File: config.mk
export PLATFORM = sky130hd
export DESIGN_NAME = bcd_seg_display
export DESIGN_NICKNAME = d
export VERILOG_FILES = /design/src/rtl/bcd_seg_display.sv
export SDC_FILE = /design/constraint.sdc
export NUM_CORES = 1
export LEC_CHECK = 0
export ABC_AREA = 1
export CAP_MARGIN = 10
export CORE_UTILIZATION = 55
export CTS_CLUSTER_DIAMETER = 120
export DETAILED_ROUTE_END_ITERATION = 6
export PLACE_DENSITY = 0.76
export REMOVE_ABC_BUFFERS = 1
export SLEW_MARGIN = 10
export SYNTH_ARGS = -nofsm -noshare
export SYNTH_HDL_FRONTEND = slang
export SYNTH_SLANG_ARGS = --single-unit
File: constraint.sdc
create_clock -name clk -period 2.8 [get_ports clk]
set_input_delay 0.28 -clock clk [delete_from_list [all_inputs] [get_ports clk]]
set_output_delay 0.28 -clock clk [all_outputs]
set_load 0.01 [all_outputs]
File: src/rtl/bcd_seg_display.sv
// bcd_seg_display: captures a bcd_adder result {carry, digit} and shows it on a
// two-digit multiplexed 7-segment display (ones and tens), with a minimum hold
// time per result and an error indication for out-of-range values.
//
// Optional build macro: BCD_SEG_BLANK_EN
//   defined   -> leading-zero blanking of the tens digit
//   undefined -> tens digit shows 0 when the result is below 10
module bcd_seg_display #(
  parameter int unsigned SCAN_DIV = 4,  // cycles per digit before the scan advances (2..65535)
  parameter int unsigned HOLD_CYC = 8   // minimum display cycles per result (1..65535)
) (
  input  logic       clk,
  input  logic       rst,
  input  logic       in_valid,
  output logic       in_ready,
  input  logic [4:0] res,
  output logic [6:0] seg,
  output logic [1:0] an,
  output logic       err
);

  // FSM encoding
  localparam logic [0:0] IDLE = 1'b0;
  localparam logic [0:0] SHOW = 1'b1;

  localparam logic [15:0] SCAN_LAST = 16'(SCAN_DIV - 1);
  localparam logic [15:0] HOLD_LOAD = 16'(HOLD_CYC - 1);

  // Segment patterns (seg[6]=a .. seg[0]=g)
  localparam logic [6:0] SEG_BLANK = 7'b0000000;
  localparam logic [6:0] SEG_E     = 7'b1001111;

  logic [0:0]  state_q, state_d;
  logic [4:0]  res_q, res_d;
  logic        err_q, err_d;
  logic [15:0] hold_q, hold_d;
  logic [15:0] scan_q, scan_d;
  logic        sel_q, sel_d;     // 0 = ones digit, 1 = tens digit
  logic [6:0]  seg_q, seg_d;
  logic [1:0]  an_q, an_d;

  logic        xfer;
  logic        tens_d;
  logic [4:0]  ones_raw;
  logic [3:0]  ones_d;

  // Decimal digit to active-high segment pattern
  function automatic logic [6:0] seg_code(input logic [3:0] d);
    logic [6:0] c;
    case (d)
      4'd0:    c = 7'b1111110;
      4'd1:    c = 7'b0110000;
      4'd2:    c = 7'b1101101;
      4'd3:    c = 7'b1111001;
      4'd4:    c = 7'b0110011;
      4'd5:    c = 7'b1011011;
      4'd6:    c = 7'b1011111;
      4'd7:    c = 7'b1110000;
      4'd8:    c = 7'b1111111;
      4'd9:    c = 7'b1111011;
      default: c = SEG_BLANK;
    endcase
    return c;
  endfunction

  // Ready whenever idle, or once the hold time of the shown result has elapsed
  assign in_ready = (state_q == IDLE) || (hold_q == 16'd0);
  assign xfer     = in_valid && in_ready;

  // Next-state logic: hold countdown, digit scan and result capture
  always_comb begin
    state_d = state_q;
    res_d   = res_q;
    err_d   = err_q;
    hold_d  = hold_q;
    scan_d  = scan_q;
    sel_d   = sel_q;

    if (state_q == SHOW) begin
      if (hold_q != 16'd0) begin
        hold_d = hold_q - 16'd1;
      end
      if (scan_q == SCAN_LAST) begin
        scan_d = 16'd0;
        sel_d  = ~sel_q;
      end else begin
        scan_d = scan_q + 16'd1;
      end
    end

    if (xfer) begin
      res_d   = res;
      err_d   = (res > 5'd19);
      hold_d  = HOLD_LOAD;
      state_d = SHOW;
      // Only a fresh start from IDLE restarts the scan; a reload keeps the phase
      if (state_q == IDLE) begin
        scan_d = 16'd0;
        sel_d  = 1'b0;
      end
    end
  end

  // Digit split of the next result; only meaningful when err_d is clear
  always_comb begin
    tens_d   = (res_d >= 5'd10);
    ones_raw = tens_d ? (res_d - 5'd10) : res_d;
    ones_d   = ones_raw[3:0];
  end

  // Output decode from next state so the registered an/seg track sel_q exactly
  always_comb begin
    an_d  = 2'b00;
    seg_d = SEG_BLANK;
    if (state_d == SHOW) begin
      if (sel_d) begin
        an_d = 2'b10;
        if (err_d) begin
          seg_d = SEG_BLANK;
        end else if (tens_d) begin
          seg_d = seg_code(4'd1);
        end else begin
`ifdef BCD_SEG_BLANK_EN
          seg_d = SEG_BLANK;
`else
          seg_d = seg_code(4'd0);
`endif
        end
      end else begin
        an_d  = 2'b01;
        seg_d = err_d ? SEG_E : seg_code(ones_d);
      end
    end
  end

  // State registers with synchronous reset; reset wins over a concurrent transfer
  always_ff @(posedge clk) begin
    if (rst) begin
      state_q <= IDLE;
      res_q   <= 5'd0;
      err_q   <= 1'b0;
      hold_q  <= 16'd0;
      scan_q  <= 16'd0;
      sel_q   <= 1'b0;
      seg_q   <= SEG_BLANK;
      an_q    <= 2'b00;
    end else begin
      state_q <= state_d;
      res_q   <= res_d;
      err_q   <= err_d;
      hold_q  <= hold_d;
      scan_q  <= scan_d;
      sel_q   <= sel_d;
      seg_q   <= seg_d;
      an_q    <= an_d;
    end
  end

  assign seg = seg_q;
  assign an  = an_q;
  assign err = err_q;

  // Both digit drivers must never be enabled together
  a_an_onehot0 : assert property (@(posedge clk) an != 2'b11);

endmodule

==> flow_results.org <==
#+TITLE: Synthesis and PnR summary

** Power and ir drop
- Relative contribution of combinational cells to total power :: a little over a quarter
- Total sequential power :: around 0.00076 W
- The power report puts the leakage power at approximately 1.3 nW.
- Combinational power :: 0.000426 W
- Group drawing the most power :: registers
- Net Sw Frac :: a little under a third
- Power density of the placed cells :: about 540 nW/µm²
- Sw Pwr :: 0.000502 W
- Sequential cells burn between 40% and 50% of the power.
- The power report lists the clock group at around 0.0004 W.
- Internal power contribution :: around 0.0011 W
- The completed layout was analyzed and its total power is 0.00158 W.

** Final timing
- Counting endpoints that fail hold in the final report gives 0.
- The final timing report gives a worst setup slack of about 0.27 ns.
- Period minus WS final :: about 2.5 ns
- Slew at the pin closest to its max-slew limit :: about 0.45 ns
- Final-report setup violation count :: 0
- Per the timing report, the achievable frequency comes out to ~400 MHz.
- Setup repair after global routing left no endpoint under its margin.
- Tightest slew margin relative to the limit :: roughly 70%
- Worst hold slack :: 0.485 ns
- Sum Neg Setup Slack :: 0 ns

** Yosys
- The top cell type by area accounts for between 30 and 40% of the synthesized area.
- The cell-mix breakdown from Yosys lists the simple-gate area share as about a third.
- For reference, compound AND-OR and OR-AND cells occupy a little over an eighth of the area reported after synthesis.
- Number of standard cells after synthesis :: around 380
- Yosys stat chip area :: 2600 µm²
- Post-synth EDFFs :: 0
- Share of cell area taken by muxes after synthesis :: 0%
- Share of synthesized registers carrying an async set or reset :: 0%
- Sequential elements use 37.7% of the synthesized area.
- Per-instance average area after synthesis :: around 6.9 µm²
- The cell-mix breakdown from Yosys lists the XOR/XNOR area share as less than 1%.
- In this run the cell area of the synthesized design comes to 2600 µm².
- Synth top cell by count :: nand2_1
- Yosys warns :: 0
- Top non-seq family :: simple AND/OR/NAND/NOR gates
- After synthesis, the cell types taking the most area are dfxtp_1, nand2_1, inv_1.
- Number of cells in the yosys synthesis report :: 376
- Cell type with the largest total area after synthesis :: dfxtp_1
- Fraction of the mapped netlist area in adder cells :: 4.33%
- Synthesis instantiated 36 different standard cells from the library.
- Most frequent cells after synthesis :: nand2_1, inv_1, dfxtp_1, nor2_1, nand3_1

** Global route
- The first global-routing pass estimated approximately 9 mm of wire.
- Vias in the first global route :: approximately 2200
- The initial antenna violation count is 0.
- Overflow left after global routing :: 0
- Entering global routing, the biggest net connects 20 pins.

** Worst setup path
- The worst setup path is captured at a flop.
- Delay of the slowest cell on the worst path :: roughly 0.31 ns
- Critical R2R Capture :: seg[3]$_SDFF_PP0_
- The required time at the worst endpoint is listed as 2.99 ns.
- Arrival time of the worst setup path :: 2.71 ns
- Maximum fanout count along the critical path :: 13
- Register-to-register setup slack :: 0.27 ns
- STA shows the worst reg2reg path with a cell count of 21.
- The kind of cell with the highest combined delay along the critical path is simple AND/OR/NAND/NOR gates.
- In this design, the critical path's most frequently occurring cell is nand2_1.
- For reference, the critical path is launched at hold_q[0]$_SDFFE_PP0P_.
- Number of buffer and inverter stages on the critical path :: 3
- The slowest stage of the critical path is the dfxtp_1 cell.
- In this run the critical path is formed by inv_1 > ha_1 > nand2_1 > nor2_1 > nand2_1 > nand2_4 > nand2_8 > clkinv_1 > nand2_1 > nand2_2 > nand2_4 > nand3_1 > nand2_2 > inv_1 > ha_1 > nand2_2 > nand2_1 > nand2_1 > nand2_1 > nand2_1 > nand2_1.
- STA lists the startpoint of the worst register-to-register path as hold_q[0]$_SDFFE_PP0P_.
- For reference, the critical path is captured by seg[3]$_SDFF_PP0_.
- STA classifies the critical path startpoint as a flop.

** Drt
- 1st-pass router iterations :: 7
- TritonRoute output was used to compute an average wire per cell of about 11 µm.
- The DRC violation total left in the routed layout is recorded as 2.
- Per the detailed-route log, wirelength across all metal layers totals 5.09 mm.
- Average via count per standard cell :: around 5.3

** Layout
- 0 antenna diodes ended up in the layout.
- Design Area, Final :: between 2000 and 3000 µm²
- Core occupancy in the finished layout :: 66.0%
- Between the synthesized netlist and the finished layout, the area growth was recorded as 12.8%.
- In the layout the commonest cells are nand2_1, inv_1, dfxtp_1, nor2_1, nand3_1.
- Leading cell type in the layout, fill and taps excluded :: nand2_1

** Clock network
- Hold repair after CTS inserted 0 buffers.
- TritonCTS built the clock tree.
- The CTS report gives the tree buffer count as 5.
- Clock-pin slew on the worst setup and hold paths :: 0.08 ns
- The tree built by TritonCTS fans out to 49 sinks.
- Number of levels the H-tree was split into :: 2
- Maximum buffer depth of the clock tree :: 2
- CTS placed an instance of clkbuf_8 at the clock tree root.

** Place
- DP HPWL :: 3.86 mm
- Placement Setup Slack :: 0.207 ns
- After its last routability iteration, the placer logged a weighted congestion of between 1 and 1.5.
- Post-Place Cell Area :: around 2800 µm²

** Floorplanning
- For this configuration, the core starts out at a cell density of between 50 and 60%.
- The floorplan has 24 rows.
- The floorplan step defined a die boundary enclosing between 5000 and 6000 µm².

** Status
- Status :: finished, violations left
- The checks that failed: design-rule violations.

** Min path
- Counting instances, the worst hold path has a depth of 2.
- Worst min-delay path endpoint :: scan_q[9]$_SDFF_PP0_
- The worst hold path belongs to the class flop to flop.

** Run
- Max capacitance violation total :: 0
- Tool Warnings :: 31
==> timing repair <==
action	4_1_cts	5_1_grt
hold endpoints to repair	0	0
setup buffers	0	0
resized	0	3
setup endpoints to repair	0	4
==> per-layer routing <==
layer / up-vias / GRT usage [%] / wire length, µm
met5: - / 0 / 0
met4: 0 / 6.89 / 19
met3: 2 / 4.56 / 195
met2: 52 / 37.1 / 2390
met1: 1091 / 29.1 / 2480
li1: 1256 / - / -
==> final cells by class <==
class	instances	area (µm²)
Clock buffer	6	72.6
Clock inverter	2	10.0
Fill cell	413	1510
Inverter	57	214
Multi-Input combinational cell	262	1380
Sequential cell	49	981
Tap cell	52	65.1
Timing Repair Buffer	22	210
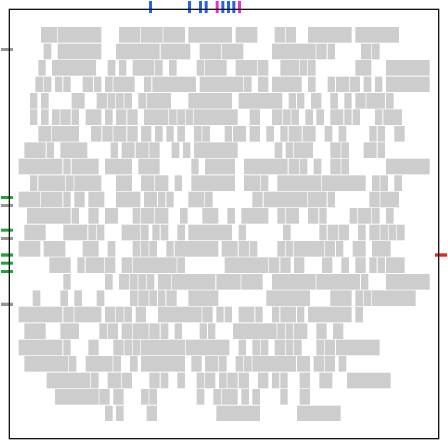
Figure 1: pin map.
Pins as bars across the die edge, other pins in gray.
port	color	pins	direction	edge
`seg`	blue	7	output	north
`an`	magenta	2	output	north
`res`	green	5	input	west
`in_ready`	red	1	output	east
x dimension of the die: 70.8 µm
Die H: 70.8 µm
number of input and output port buffers inserted: 18

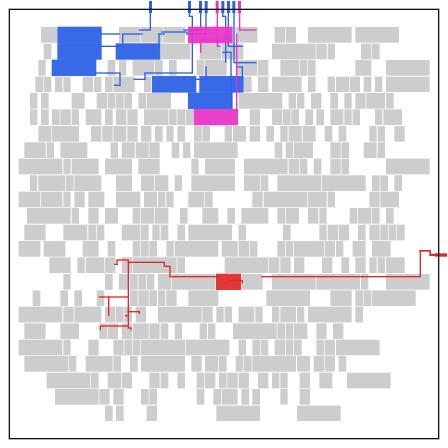
Figure 2: wires at chosen ports, followed through buffers.
port	color	bits	direction	end cells	buffers	wire
`an`	magenta	2	output	2	2	31.7 µm
`seg`	blue	7	output	7	7	112 µm
`in_ready`	red	1	output	1	1	84.7 µm
num ports: 19

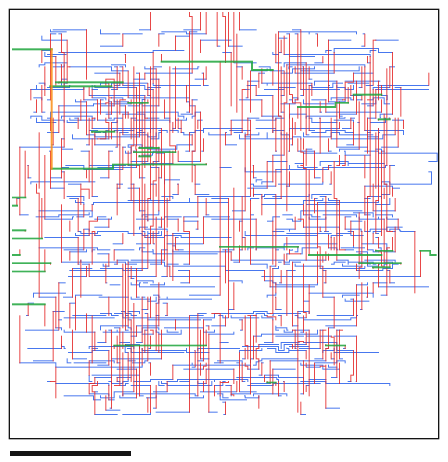
Figure 3: signal wires by layer.
Bar = 20 µm.
layer	color	wire length
M1	blue	2480 µm
M3	green	196 µm
M4	orange	19.7 µm
M2	red	2390 µm
aggregate global-route resource usage: 22.3%
via count: 2401

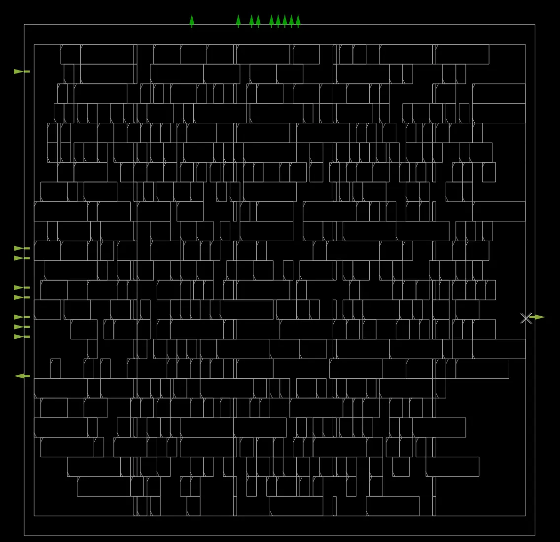
Figure 4: cell outlines without signal wires.
placeable core region: 4440 µm²
non-filler cells in the finished layout: 450

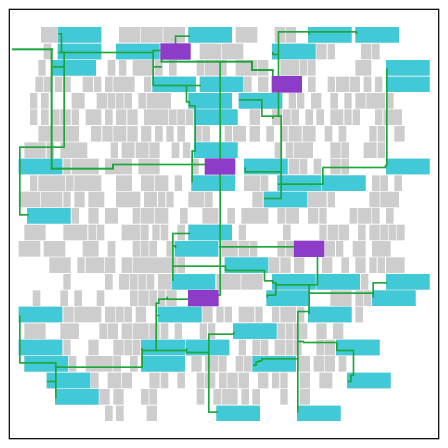
Figure 5: clock network drawn from the DEF.
[clock-net drivers] purple | count: 5
[flip-flops] cyan | count: 49
[clock wires] green | length: 537 µm
routed clock nets	6
flops lie	all over the die
clock network fraction of total power: 24.9%
clk latency late pin: 0.29 ns
largest clock skew in the final design: 0.00726 ns

Power figures rest on the tool's default switching activity, not on a simulated workload.
